File: config.mk
export PLATFORM = sky130hd
export DESIGN_NAME = pipe_hazard_ctrl
export DESIGN_NICKNAME = d
export VERILOG_FILES = /design/src/rtl/pipe_hazard_ctrl.sv
export SDC_FILE = /design/constraint.sdc
export NUM_CORES = 1
export LEC_CHECK = 0
export CORE_UTILIZATION = 40
export DETAILED_ROUTE_END_ITERATION = 12
export DONT_BUFFER_PORTS = 1
export GPL_TIMING_DRIVEN = 0
export MAX_ROUTING_LAYER = met4
export PLACE_DENSITY = 0.64
export SYNTH_ARGS = -nofsm -noshare
export SYNTH_HDL_FRONTEND = slang
export SYNTH_SLANG_ARGS = --single-unit
File: constraint.sdc
create_clock -name clk -period 2.5 [get_ports clk]
set_input_delay 0.5 -clock clk [delete_from_list [all_inputs] [get_ports clk]]
set_output_delay 0.5 -clock clk [all_outputs]
set_load 0.05 [all_outputs]
File: src/rtl/pipe_hazard_ctrl.sv
`default_nettype none
// ============================================================================
// Module      : pipe_hazard_ctrl
// Description : Hazard, stall and flush controller for the 5-stage core.
//               Produces operand-forwarding selects for the Execute stage,
//               load-use and PC-write hazard stalls/flushes, a ready/wait
//               handshake with data memory that aborts after TIMEOUT
//               consecutive wait cycles, and saturating stall/flush
//               event counters.
// Ports       :
//   clk, rst                  clock, synchronous active-low reset
//   RA1D/RA2D, RA1E/RA2E      source register addresses in Decode/Execute
//   WA3E/WA3M/WA3W            destination addresses in Execute/Memory/Writeback
//   RegWriteM/W, MemtoRegE    register-write and load control bits
//   MemWriteM, MemtoRegM      memory access in the Memory stage
//   PCSrcD/E/M/W              PC-writing instruction in each stage
//   BranchTakenE              branch resolved taken in Execute
//   mem_ready                 data memory completes its access this cycle
//   clr_cnt                   synchronous clear of the event counters
//   ForwardAE/BE              00 regfile, 10 ALUResultM, 01 ResultW
//   StallF/D/E/M              hold pipeline registers
//   FlushD/E/W                insert bubble into D/E/W registers
//   mem_err                   one-cycle pulse while the aborted access drains
//   stall_cnt, flush_cnt      saturating event counters
// Revision    : 1.0 - initial release
// ============================================================================
module pipe_hazard_ctrl #(
    parameter int REG_W   = 4,
    parameter int PC_ADDR = 15,
    parameter int TIMEOUT = 64,
    parameter int CNT_W   = 16
) (
    input  logic             clk,
    input  logic             rst,
    input  logic [REG_W-1:0] RA1D,
    input  logic [REG_W-1:0] RA2D,
    input  logic [REG_W-1:0] RA1E,
    input  logic [REG_W-1:0] RA2E,
    input  logic [REG_W-1:0] WA3E,
    input  logic [REG_W-1:0] WA3M,
    input  logic [REG_W-1:0] WA3W,
    input  logic             RegWriteM,
    input  logic             RegWriteW,
    input  logic             MemtoRegE,
    input  logic             MemWriteM,
    input  logic             MemtoRegM,
    input  logic             PCSrcD,
    input  logic             PCSrcE,
    input  logic             PCSrcM,
    input  logic             PCSrcW,
    input  logic             BranchTakenE,
    input  logic             mem_ready,
    input  logic             clr_cnt,
    output logic [1:0]       ForwardAE,
    output logic [1:0]       ForwardBE,
    output logic             StallF,
    output logic             StallD,
    output logic             StallE,
    output logic             StallM,
    output logic             FlushD,
    output logic             FlushE,
    output logic             FlushW,
    output logic             mem_err,
    output logic [CNT_W-1:0] stall_cnt,
    output logic [CNT_W-1:0] flush_cnt
);

    localparam int               c_WAIT_W    = $clog2(TIMEOUT);
    localparam logic [c_WAIT_W-1:0] c_WAIT_LAST = c_WAIT_W'(TIMEOUT - 1);
    localparam logic [REG_W-1:0] c_PC        = REG_W'(PC_ADDR);
    localparam logic [CNT_W-1:0] c_CNT_MAX   = {CNT_W{1'b1}};

    localparam logic [0:0] c_S_WAIT_OK = 1'b0;
    localparam logic [0:0] c_S_ABORT   = 1'b1;

    logic [0:0]          r_state;
    logic [0:0]          w_nextState;
    logic [0:0]          w_stateEff;
    logic [c_WAIT_W-1:0] r_waitCnt;
    logic [c_WAIT_W-1:0] w_nextWait;
    logic                r_memErr;
    logic                w_timeout;
    logic                w_ldrStall;
    logic                w_pcPend;
    logic                w_memStall;
    logic [CNT_W-1:0]    r_stallCnt;
    logic [CNT_W-1:0]    r_flushCnt;

    // While reset is asserted the combinational outputs behave as if the
    // FSM were already in WAIT_OK, independent of the stale register value.
    assign w_stateEff = rst ? r_state : c_S_WAIT_OK;

    // Forwarding: Memory stage wins over Writeback; the PC is never forwarded.
    assign ForwardAE = (RegWriteM && (WA3M == RA1E) && (RA1E != c_PC)) ? 2'b10 :
                       (RegWriteW && (WA3W == RA1E) && (RA1E != c_PC)) ? 2'b01 : 2'b00;
    assign ForwardBE = (RegWriteM && (WA3M == RA2E) && (RA2E != c_PC)) ? 2'b10 :
                       (RegWriteW && (WA3W == RA2E) && (RA2E != c_PC)) ? 2'b01 : 2'b00;

    assign w_ldrStall = MemtoRegE && ((WA3E == RA1D) || (WA3E == RA2D));
    assign w_pcPend   = PCSrcD | PCSrcE | PCSrcM;
    assign w_memStall = (MemWriteM | MemtoRegM) && !mem_ready && (w_stateEff == c_S_WAIT_OK);

    always_ff @(posedge clk) begin
        if (!rst) begin
            r_state   <= c_S_WAIT_OK;
            r_waitCnt <= '0;
            r_memErr  <= 1'b0;
        end else begin
            r_state   <= w_nextState;
            r_waitCnt <= w_nextWait;
            r_memErr  <= w_timeout;
        end
    end

    always_comb begin
        w_nextState = w_stateEff;
        w_nextWait  = '0;
        w_timeout   = 1'b0;
        StallF      = w_ldrStall | w_pcPend;
        StallD      = w_ldrStall;
        StallE      = 1'b0;
        StallM      = 1'b0;
        FlushE      = w_ldrStall | BranchTakenE;
        FlushD      = w_pcPend | PCSrcW | BranchTakenE;
        FlushW      = (w_stateEff == c_S_ABORT);

        case (w_stateEff)
            c_S_WAIT_OK: begin
                if (w_memStall) begin
                    if (r_waitCnt == c_WAIT_LAST) begin
                        w_timeout   = 1'b1;
                        w_nextState = c_S_ABORT;
                    end else begin
                        w_nextWait = r_waitCnt + c_WAIT_W'(1);
                    end
                end
            end
            c_S_ABORT: begin
                // Single drain cycle: FlushW drops the timed-out access.
                w_nextState = c_S_WAIT_OK;
            end
            default: begin
                w_nextState = c_S_WAIT_OK;
            end
        endcase

        // A memory wait freezes the whole pipe; any branch flush is held off
        // and naturally re-asserts once E is released because E was frozen.
        if (w_memStall) begin
            StallF = 1'b1;
            StallD = 1'b1;
            StallE = 1'b1;
            StallM = 1'b1;
            FlushD = 1'b0;
            FlushE = 1'b0;
            FlushW = 1'b1;
        end
    end

    always_ff @(posedge clk) begin
        if (!rst || clr_cnt) begin
            r_stallCnt <= '0;
            r_flushCnt <= '0;
        end else begin
            if (StallF && (r_stallCnt != c_CNT_MAX)) begin
                r_stallCnt <= r_stallCnt + CNT_W'(1);
            end
            if ((FlushD || FlushE) && (r_flushCnt != c_CNT_MAX)) begin
                r_flushCnt <= r_flushCnt + CNT_W'(1);
            end
        end
    end

    assign mem_err   = r_memErr;
    assign stall_cnt = r_stallCnt;
    assign flush_cnt = r_flushCnt;

endmodule
`default_nettype wire

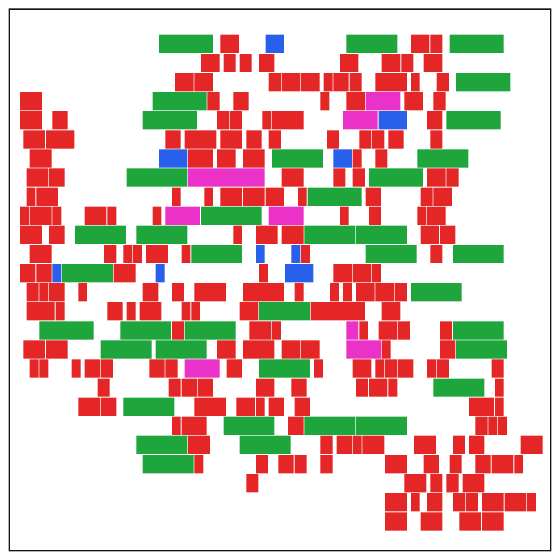
run_1/class_map.png
Magenta marks clock drivers and dummy loads, cells 8. Green marks registers, cells 39. Blue marks remaining buffers and delay cells, cells 9. Red marks remaining logic cells, cells 221.
# rows: 26
final core utilization: 0.471
final instance area: 2480 um2

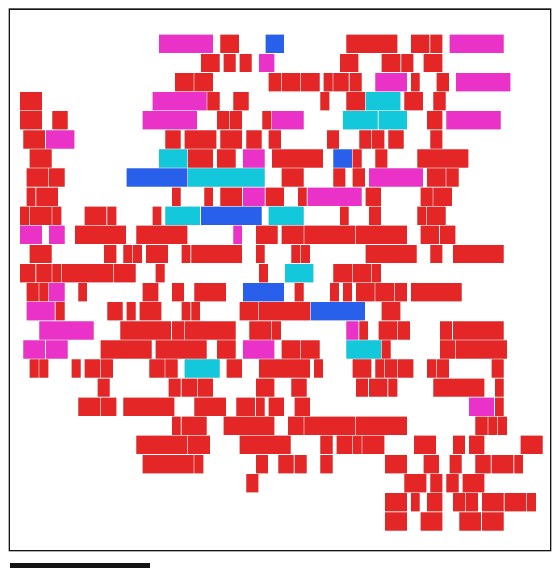
run_1/sizing.png
Bar = 20 um.
Magenta marks x2, cells 25. Blue marks x3 and x4, cells 6. Cyan marks x6 and larger, cells 10. Red marks x1 and smaller, cells 236.

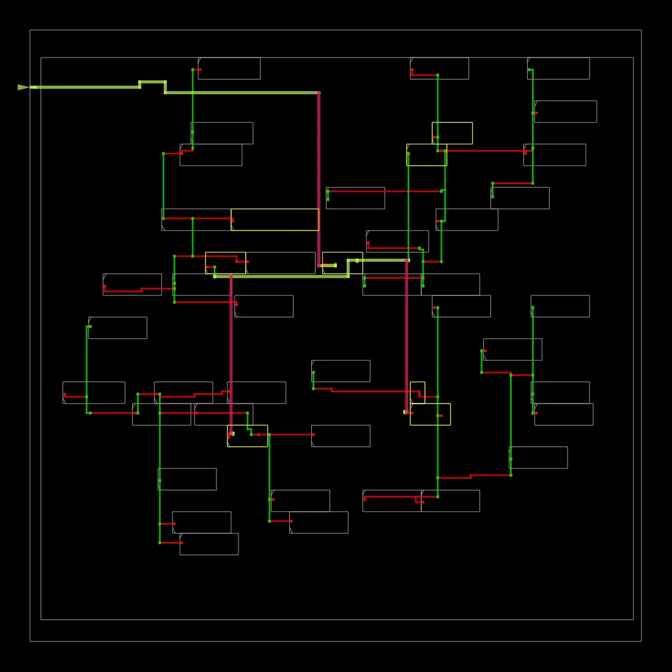
run_1/clock_nets.png
power in the clock group: 0.546 mW
clk ins delay skew pair: 0.29 ns

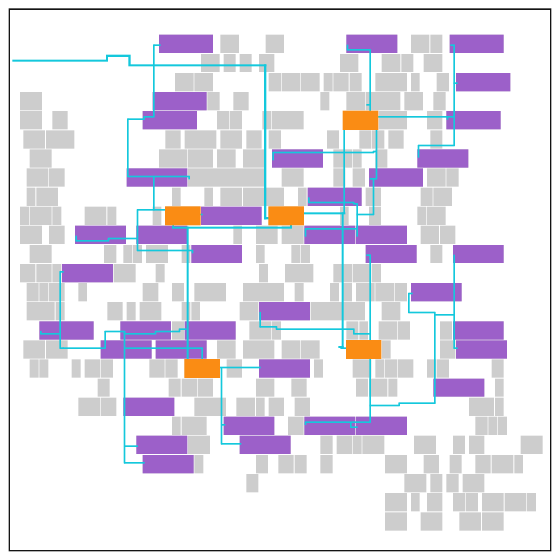
run_1/clock_wires.png
Cyan marks clock wires, length 515 um. Orange marks clock-net drivers, count 5. Purple marks flip-flops, count 39.
There are 6 routed clock nets.

==> flow_summary.yaml, run 1 <==
# physical design summary
layout:
  sh_seq_area: 0.322
  fin_nets: 321
  combAreaFraction: 0.559
  fin_cells: 347
  n_all_inverters: 7
  area.growth.synth_to_final_pct: 10.5
  clkCellAreaFrac: 0.0474
  num-multi-input-gates: 214
run_status:
  status: "finished clean"
sta:
  fin_hold_ws_ns: 0.456
  tightest_slew_ns: 0.984
  drv_slew: 0
  setup_viol: 0
  max-slew-margin-rel: 0.342
  fmax_mhz: 415
synth:
  edf_count: 0
  yosys-stat-cells: 269
  syn_avg_cell_area_um2: 8.34
  ys_types: 44
  synthArstFlopShare: 0
  synth_flops: 39
  syn_nets: 314
  ff_type: "dfxtp_1"
clock_tree:
  clock_sinks: 39
  cts_tree: "yes"
  htreeDepth: 2
  cts_resized: 4
  cts_root_buffer: "clkbuf_8"
  ctsLongestPathBuffers: 2
critical_path:
  startpoint: "RA2E[3]"
  cp-end-kind: "output port"
  worstPathMaxFanout: 3
  critical_path_class: "in -> out"
  cp_cell_sequence: "inv_1, a31oi_1, a21oi_1, nor2_1, nor3_2"
  cp.required_ns: 2.00
  path_buffers: 1
  crit_family: "simple AND/OR/NAND/NOR gates"
  worst_ep_arrival_time_ns: 1.91
  startpoint_type: "input port"
  slowest_stage: "nor2_1"
floorplan:
  dieArea_um2: 5920
  die_w_um: 76.9
  core_area_um2: 5270
  num_io_pins: 86
  dieHeight_um: 76.9
global_route:
  grt_overflow: 0
  grt_pass1_vias: 1991
  antenna_found_initial: 0
  grt.total_usage: 0.198
  busiest_layer: "met2"
detailed_routing:
  drtIter0Drc: 103
  wl_met2_mm: 2.45
  first_pass_iters: 4
  ant_nets: 0
  drc_errors: 0
placed_design:
  preCtsSetupSlack_ns: -0.0772
  placedCellCount: 339
power_and_ir_drop:
  p_leak_nw: 0.821
  power_mw: 1.33
  p_per_area_nw_per_um2: 537
hold_path:
  holdCritStartpoint: "r_waitCnt[0]$_SDFF_PP0_"
flow_run:
  maxCapViolCount: 0
run 1: kinds of logic (layout without fill, tap and decap cells):
family / Yosys count / in the layout / synth area share
adder cells (fa/ha/maj): 3 / 3 / 0.0167
flip-flops: 39 / 39 / 0.348
multiplexers: 2 / 2 / 0.00892
AND-OR/OR-AND: 57 / 57 / 0.169
buffers and inverters: 16 / 24 / 0.0401
AND/OR/NAND/NOR: 120 / 120 / 0.293
XOR/XNOR: 32 / 32 / 0.125
run 1: final timing paths:
check	depth (start not counted)	end	slack [ns]
max	5	ForwardBE[0]	0.09
max reg2reg	9	flush_cnt[1]$_SDFFE_PP0P_	0.24
min	1	r_waitCnt[0]$_SDFF_PP0_	0.46
min reg2reg	1	r_waitCnt[0]$_SDFF_PP0_	0.46
run 1: registers in the layout, indices dropped and copies added, names as in the netlist:
register,count
stall_cnt,16
r_waitCnt,6
r_state,1
flush_cnt,16
run 1: Yosys cell counts, drive strengths merged (9+ instances only):
master and n:
a21oi 20, dfxtp 39, nand2 19, nand3 18, nand4 12, nor2 27
o211ai 9, o21ai 12, or4 12, xnor2 22, xor2 10
run 1: placed cells by master, fill, tap and decap left out, drive strengths merged, types with 2 or more instances in the layout:
cell type  instances
a21oi             20
and2               2
and3               7
buf                6
clkbuf             9
dfxtp             39
ha                 3
inv                7
mux2i              2
nand2             19
nand2b             3
nand3             18
nand4             12
nor2              27
nor3               5
o211ai             9
o21a               4
o21ai             12
o31ai              8
or2                3
or3                8
or4               12
xnor2             22
xor2              10
run 1: power breakdown:
group	internal (mW)	switching, mW	leakage [nW]	total (mW)
sequential	0.624	0.0173	0.321	0.641
combinational	0.0513	0.0934	0.439	0.145
clock	0.323	0.223	0.0612	0.546
--- run 2 (diff from run 1) ---
Settings changed: DONT_BUFFER_PORTS 1 to default, PLACE_DENSITY 0.64 to 0.84.
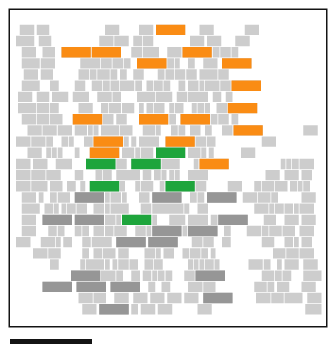
run_2/ff_map.png
Bar = 20 um. Other sequential cells in the stronger gray, the rest of the logic in the fainter gray.
Green marks r_waitCnt, flops 6, where center. Orange marks flush_cnt, flops 16.
Another 17 sequential cells are not colored.
FF+latch area: 781 um2
final core utilization: 0.632
P_seq: 0.631 mW
sequential fraction of total cell area: 0.234

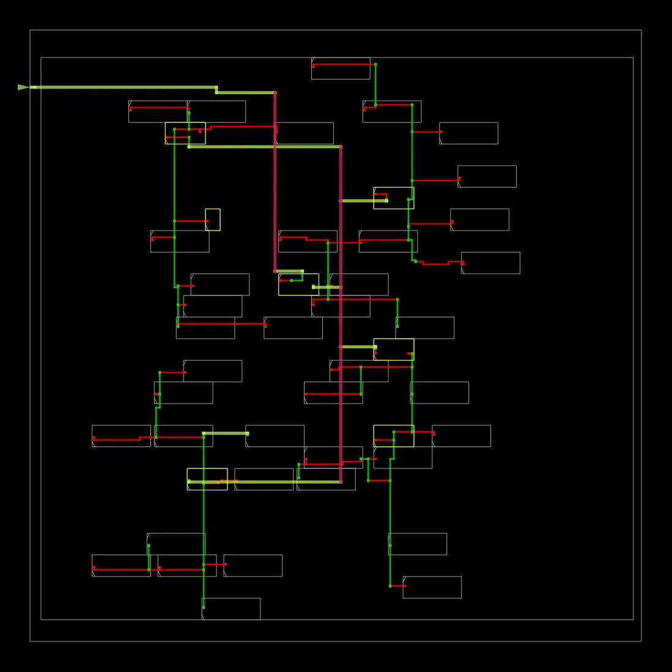
run_2/clock_nets.png
registers: 39
power in the clock group: 0.434 mW
Sink Count: 39
clk ins delay skew pair: 0.30 ns
Clock Buffer Count: 6

==> run 2 against run 1 <==
  * Cell count grew 26%
  * Clock-buffer cell count stayed put
  * Sequential power down 2%
  * Wire length increased by 14%
  * Hold slack improved by 0.0061 ns
  * Die area unchanged
  * Core utilization up 16 points
  * Largest power group unchanged
  * Highest routed layer unchanged
==> flow_summary.yaml, run 2 <==
# physical design summary
sta:
  fin_skew_ns: 0.00744
  max-slew-margin-rel: 0.648
  tightest_slew_ns: 0.526
  period_minus_slack_ns: 2.43
  hold_viol_final: 0
  fmax_mhz: 412
  drv_slew: 0
  rsz0062_at_grt: "yes"
  setup_viol: 0
layout:
  buf_share: 0.289
  final_cell_mix: "68 x clkdlybuf4s50_1, 39 x dfxtp_1, 27 x nor2_1, 22 x xnor2_1, 19 x a21oi_1"
  n_all_inverters: 7
  diodes: 0
  combGateArea_um2: 1390
  num-multi-input-gates: 214
  final_layout_size_suffix_gt1_frac: 0.120
  final_common_cell: "clkdlybuf4s50_1"
  fin_area_um2: 3330
  fin_cells: 437
  area.growth.synth_to_final_pct: 48.3
  clkCellAreaFrac: 0.0263
  combAreaFraction: 0.416
  biggestCellCategory: "combinational gates"
  fin_nets: 412
critical_path:
  worst_ep_arrival_time_ns: 1.93
  cp-end-kind: "output port"
  reg2reg_slack_ns: 0.30
  path_buffers: 3
  startpoint: "mem_ready"
  slowest_stage: "clkdlybuf4s15_1"
  cp.required_ns: 2.00
  critical_path_class: "in -> out"
  r2r_start: "flush_cnt[0]$_SDFFE_PP0P_"
  crit_family: "buffers and inverters"
  worst_r2r_path_depth: 9
  r2r_end: "flush_cnt[1]$_SDFFE_PP0P_"
  cp_cell_sequence: "clkdlybuf4s50_1, o21bai_2, nand2b_2, inv_2, clkdlybuf4s15_1"
  worstPathMaxFanout: 6
  startpoint_type: "input port"
synth:
  edf_count: 0
  ff_type: "dfxtp_1"
  syn_avg_cell_area_um2: 8.34
  synth_top_cell_by_count: "dfxtp_1"
  ys_top_cells_by_count: "39 x dfxtp_1, 27 x nor2_1, 22 x xnor2_1, 19 x a21oi_1, 19 x nand2_1"
  synth_flops: 39
  synthArstFlopShare: 0
  netlist_area_um2: 2240
  ys_types: 44
  syn_nets: 314
  yosys-stat-cells: 269
placed_design:
  portBuffers: 85
  placedCellCount: 424
  hpwl_mm: 4.58
  place.gp.congestion: 0.880
global_route:
  grt_overflow: 0
  antenna_found_initial: 0
  busiest_layer: "met2"
  grt_pass1_vias: 2330
  use_met1: 0.249
  grt.total_usage: 0.219
power_and_ir_drop:
  swShare: 0.270
  peakVddDrop_mv: 0.305
  p_leak_nw: 1.22
  p_per_area_nw_per_um2: 399
  internal_power_mw: 0.969
  power_frac_seq: 0.475
  switching_power_mw: 0.359
  pwr-share-comb: 0.198
  clkPwrFrac: 0.327
clock_tree:
  cts_tree: "yes"
  cts_root_buffer: "clkbuf_8"
  htreeDepth: 2
  ctsLongestPathBuffers: 2
  cts_buffers: 5
hold_path:
  min_to: "r_waitCnt[0]$_SDFF_PP0_"
  holdCritStartpoint: "r_waitCnt[0]$_SDFF_PP0_"
  hold_class: "reg -> reg"
  hold_path_depth: 1
flow_run:
  maxCapViolCount: 0
floorplan:
  die_w_um: 76.9
  dieArea_um2: 5920
  num_io_pins: 86
  fp-row-count: 26
  core_area_um2: 5270
  dieHeight_um: 76.9
detailed_routing:
  ant_nets: 0
  drtIter0Drc: 114
  routed_via_density: 5.44
  first_pass_iters: 4
  drc_errors: 0
  vias: 2376
run_status:
  status: "finished clean"
## run 2: routing by layer
layer	part of all wire	wire length, um
met1	0.43	2620
met2	0.49	2970
met4	0.014	87
met5	0	0
met3	0.068	412
## run 2: cells by family (layout without fill, tap and decap cells)
group,count (synthesis),in the layout,share of synthesized area
compound gates,57,57,0.169
buf+inv,16,114,0.0401
flops,39,39,0.348
fa+ha+maj,3,3,0.0167
mux,2,2,0.00892
simple gates,120,120,0.293
xor+xnor,32,32,0.125
## run 2: stage by stage
| stage | TNS (ns) | hold WS, ns | setup WS [ns] | total power, mW | util |
|---|---|---|---|---|---|
| after CTS | 0 | 0.455 | 0.00156 | 1.33 | 0.621 |
| final | 0 | 0.463 | 0.0740 | 1.33 | 0.632 |
| after global placement | -4.03 | 0.426 | -0.611 | 0.897 | 0.605 |
| after floorplan | 0 | 0.418 | 0.172 | 0.779 | - |
| after global routing | -0.000265 | 0.479 | -0.000265 | 1.38 | 0.632 |
| after detailed placement | -4.36 | 0.443 | -0.650 | 0.903 | 0.605 |
## run 2: repair_timing
item / 4_1_cts / 5_1_grt
gates resized: 38 / 18
hold buffers: 0 / 0
pin swaps: 1 / 0
setup endpoints to repair: 10 / 9
setup buffers: 1 / 5
## run 2: power by group through the flow
stage	registers, mW	logic [mW]	clock network, mW
final	0.631	0.263	0.434
after global routing	0.631	0.281	0.466
after CTS	0.630	0.256	0.439
after detailed placement	0.645	0.258	0
after global placement	0.645	0.252	0
after floorplan	0.655	0.123	0
## run 2: how the worst max path moves through the flow
stage / end / slack [ns] / depth (start not counted)
floorplan: FlushD / 0.17 / 4
CTS: ForwardBE[0] / 0.002 / 6
detailed placement: FlushE / -0.65 / 8
global placement: FlushE / -0.61 / 8
finish: StallE / 0.07 / 5
global route: StallE / -0.0003 / 5
--- run 3 (diff from run 2) ---
Settings changed: CORE_MARGIN from default to 8, REMOVE_ABC_BUFFERS from default to 1.
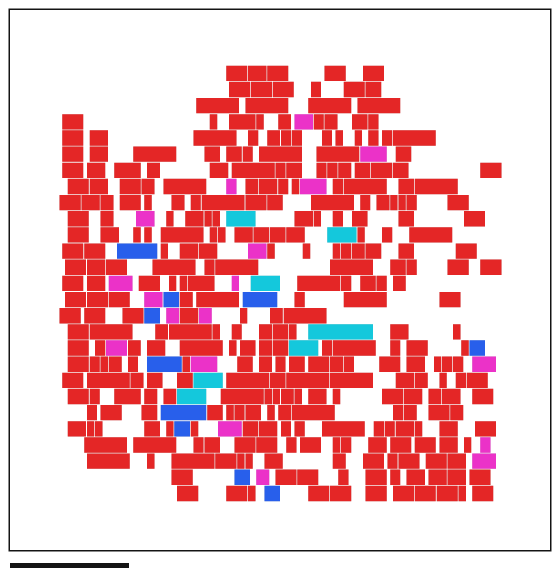
run_3/sizing.png
Bar = 20 um.
Red marks x1 and smaller, cells 321. Cyan marks x6 and larger, cells 7. Magenta marks x2, cells 18. Blue marks x3 and x4, cells 10.
Layout area overhead: 45.9%
final instance area: 3270 um2
Non-CTS buffers: 87

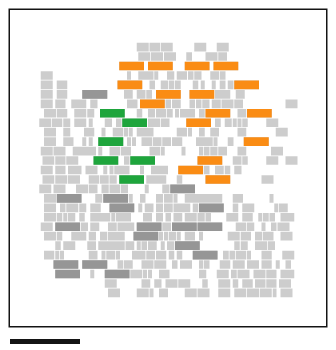
run_3/ff_map.png
Bar = 20 um. Other sequential cells in the stronger gray, the rest of the logic in the fainter gray.
Orange marks flush_cnt, flops 16. Green marks r_waitCnt, flops 6.

==> run 3 against run 2 <==
  * Core utilization fell by 3.3 points
  * Global-route usage fell by 6.4 points
  * Combinational power fell by 5%
  * Highest routed layer unchanged
==> flow_summary.yaml, run 3 <==
# physical design summary
run_status:
  status: "finished clean"
layout:
  diodes: 0
  final_layout_size_suffix_gt1_frac: 0.0983
  fin_nets: 400
  combAreaFraction: 0.429
  sh_seq_area: 0.238
  num-multi-input-gates: 215
  design.seq.count: 39
  nClkBuffers: 6
  final_cell_mix: "74 x clkdlybuf4s50_1, 39 x dfxtp_1, 27 x nor2_1, 22 x xnor2_1, 19 x a21oi_1"
  buf_share: 0.261
  clkCellAreaFrac: 0.0359
  n_all_inverters: 7
  final_common_cell: "clkdlybuf4s50_1"
power_and_ir_drop:
  power_frac_seq: 0.442
  peakVddDrop_mv: 0.337
  p_per_area_nw_per_um2: 436
  internal_power_mw: 1.06
  clkPwrFrac: 0.383
  switching_power_mw: 0.361
  pwr-share-comb: 0.175
  power_mw: 1.43
sta:
  hold_viol_final: 0
  drv_slew: 0
  fmax_mhz: 404
  rsz0062_at_grt: "yes"
  final.setup.tns_ns: 0
  period_minus_slack_ns: 2.48
detailed_routing:
  ant_nets: 0
  drc_errors: 0
  first_pass_iters: 4
clock_tree:
  cts_root_buffer: "clkbuf_8"
  clock_sinks: 39
  ctsLongestPathBuffers: 2
  cts_buffers: 5
  clk_latency_ns: 0.29
  htreeDepth: 2
synth:
  ff_type: "dfxtp_1"
  ys_top_cells_by_count: "39 x dfxtp_1, 27 x nor2_1, 22 x xnor2_1, 19 x a21oi_1, 19 x nand2_1"
  syn_avg_cell_area_um2: 8.34
  ys_types: 44
  synthArstFlopShare: 0
  netlist_area_um2: 2240
  edf_count: 0
global_route:
  grt_overflow: 0
  grt_pass1_vias: 2344
  grt.total_usage: 0.155
  antenna_found_initial: 0
critical_path:
  slowest_stage: "dlygate4sd2_1"
  startpoint: "mem_ready"
  cp.required_ns: 2.00
  r2r_start: "flush_cnt[0]$_SDFFE_PP0P_"
  critical_path_class: "in -> out"
  path_buffers: 3
flow_run:
  maxCapViolCount: 0
placed_design:
  hpwl_mm: 4.91
floorplan:
  core_area_um2: 5470
  fp-row-count: 27
  dieArea_um2: 8260
  die_w_um: 90.9
run 3: per-stage QoR:
step                worst slack (ns)   util
floorplan                     -0.103      -
global placement              -0.833  0.570
detailed placement            -0.858  0.570
CTS                          0.00554  0.594
global route                 -0.0332  0.598
finish                        0.0231  0.598
run 3: power groups by stage:
stage | logic (mW) | clock network [mW] | registers, mW
finish | 0.250 | 0.546 | 0.630
global route | 0.268 | 0.582 | 0.631
CTS | 0.246 | 0.554 | 0.630
detailed placement | 0.246 | 0 | 0.645
global placement | 0.240 | 0 | 0.645
floorplan | 0.112 | 0 | 0.655
run 3: final timing paths:
check                                    to  slack [ns]  cells past startpoint
setup / recovery                     StallE        0.02                      5
hold / removal      r_waitCnt[0]$_SDFF_PP0_        0.47                      1
setup reg to reg  flush_cnt[1]$_SDFFE_PP0P_        0.47                      7
hold reg to reg     r_waitCnt[0]$_SDFF_PP0_        0.47                      1
run 3: routing by layer:
| layer | share of wire | global-route usage | wire length, um |
|---|---|---|---|
| met5 | 0 | - | 0 |
| met4 | 0.015 | 0.0450 | 99 |
| met1 | 0.42 | 0.174 | 2720 |
| met3 | 0.060 | 0.0466 | 388 |
| met2 | 0.50 | 0.259 | 3210 |
run 3: what timing repair did:
action / 4_1_cts / 5_1_grt
resized: 40 / 10
setup endpoints to repair: 23 / 10
setup buffers: 2 / 0
gates cloned: 0 / 1
hold buffers: 0 / 0
pin swaps: 1 / 3
run 3: cells by family (layout without fill, tap and decap cells):
kind of cell / count (synthesis) / after routing / synth area share
AND/OR/NAND/NOR: 120 / 120 / 0.293
AND-OR/OR-AND: 57 / 58 / 0.169
flip-flops: 39 / 39 / 0.348
XOR/XNOR: 32 / 32 / 0.125
buffers and inverters: 16 / 102 / 0.0401
adder cells (fa/ha/maj): 3 / 3 / 0.0167
multiplexers: 2 / 2 / 0.00892
Power figures rest on the tool's default switching activity, not on a simulated workload.
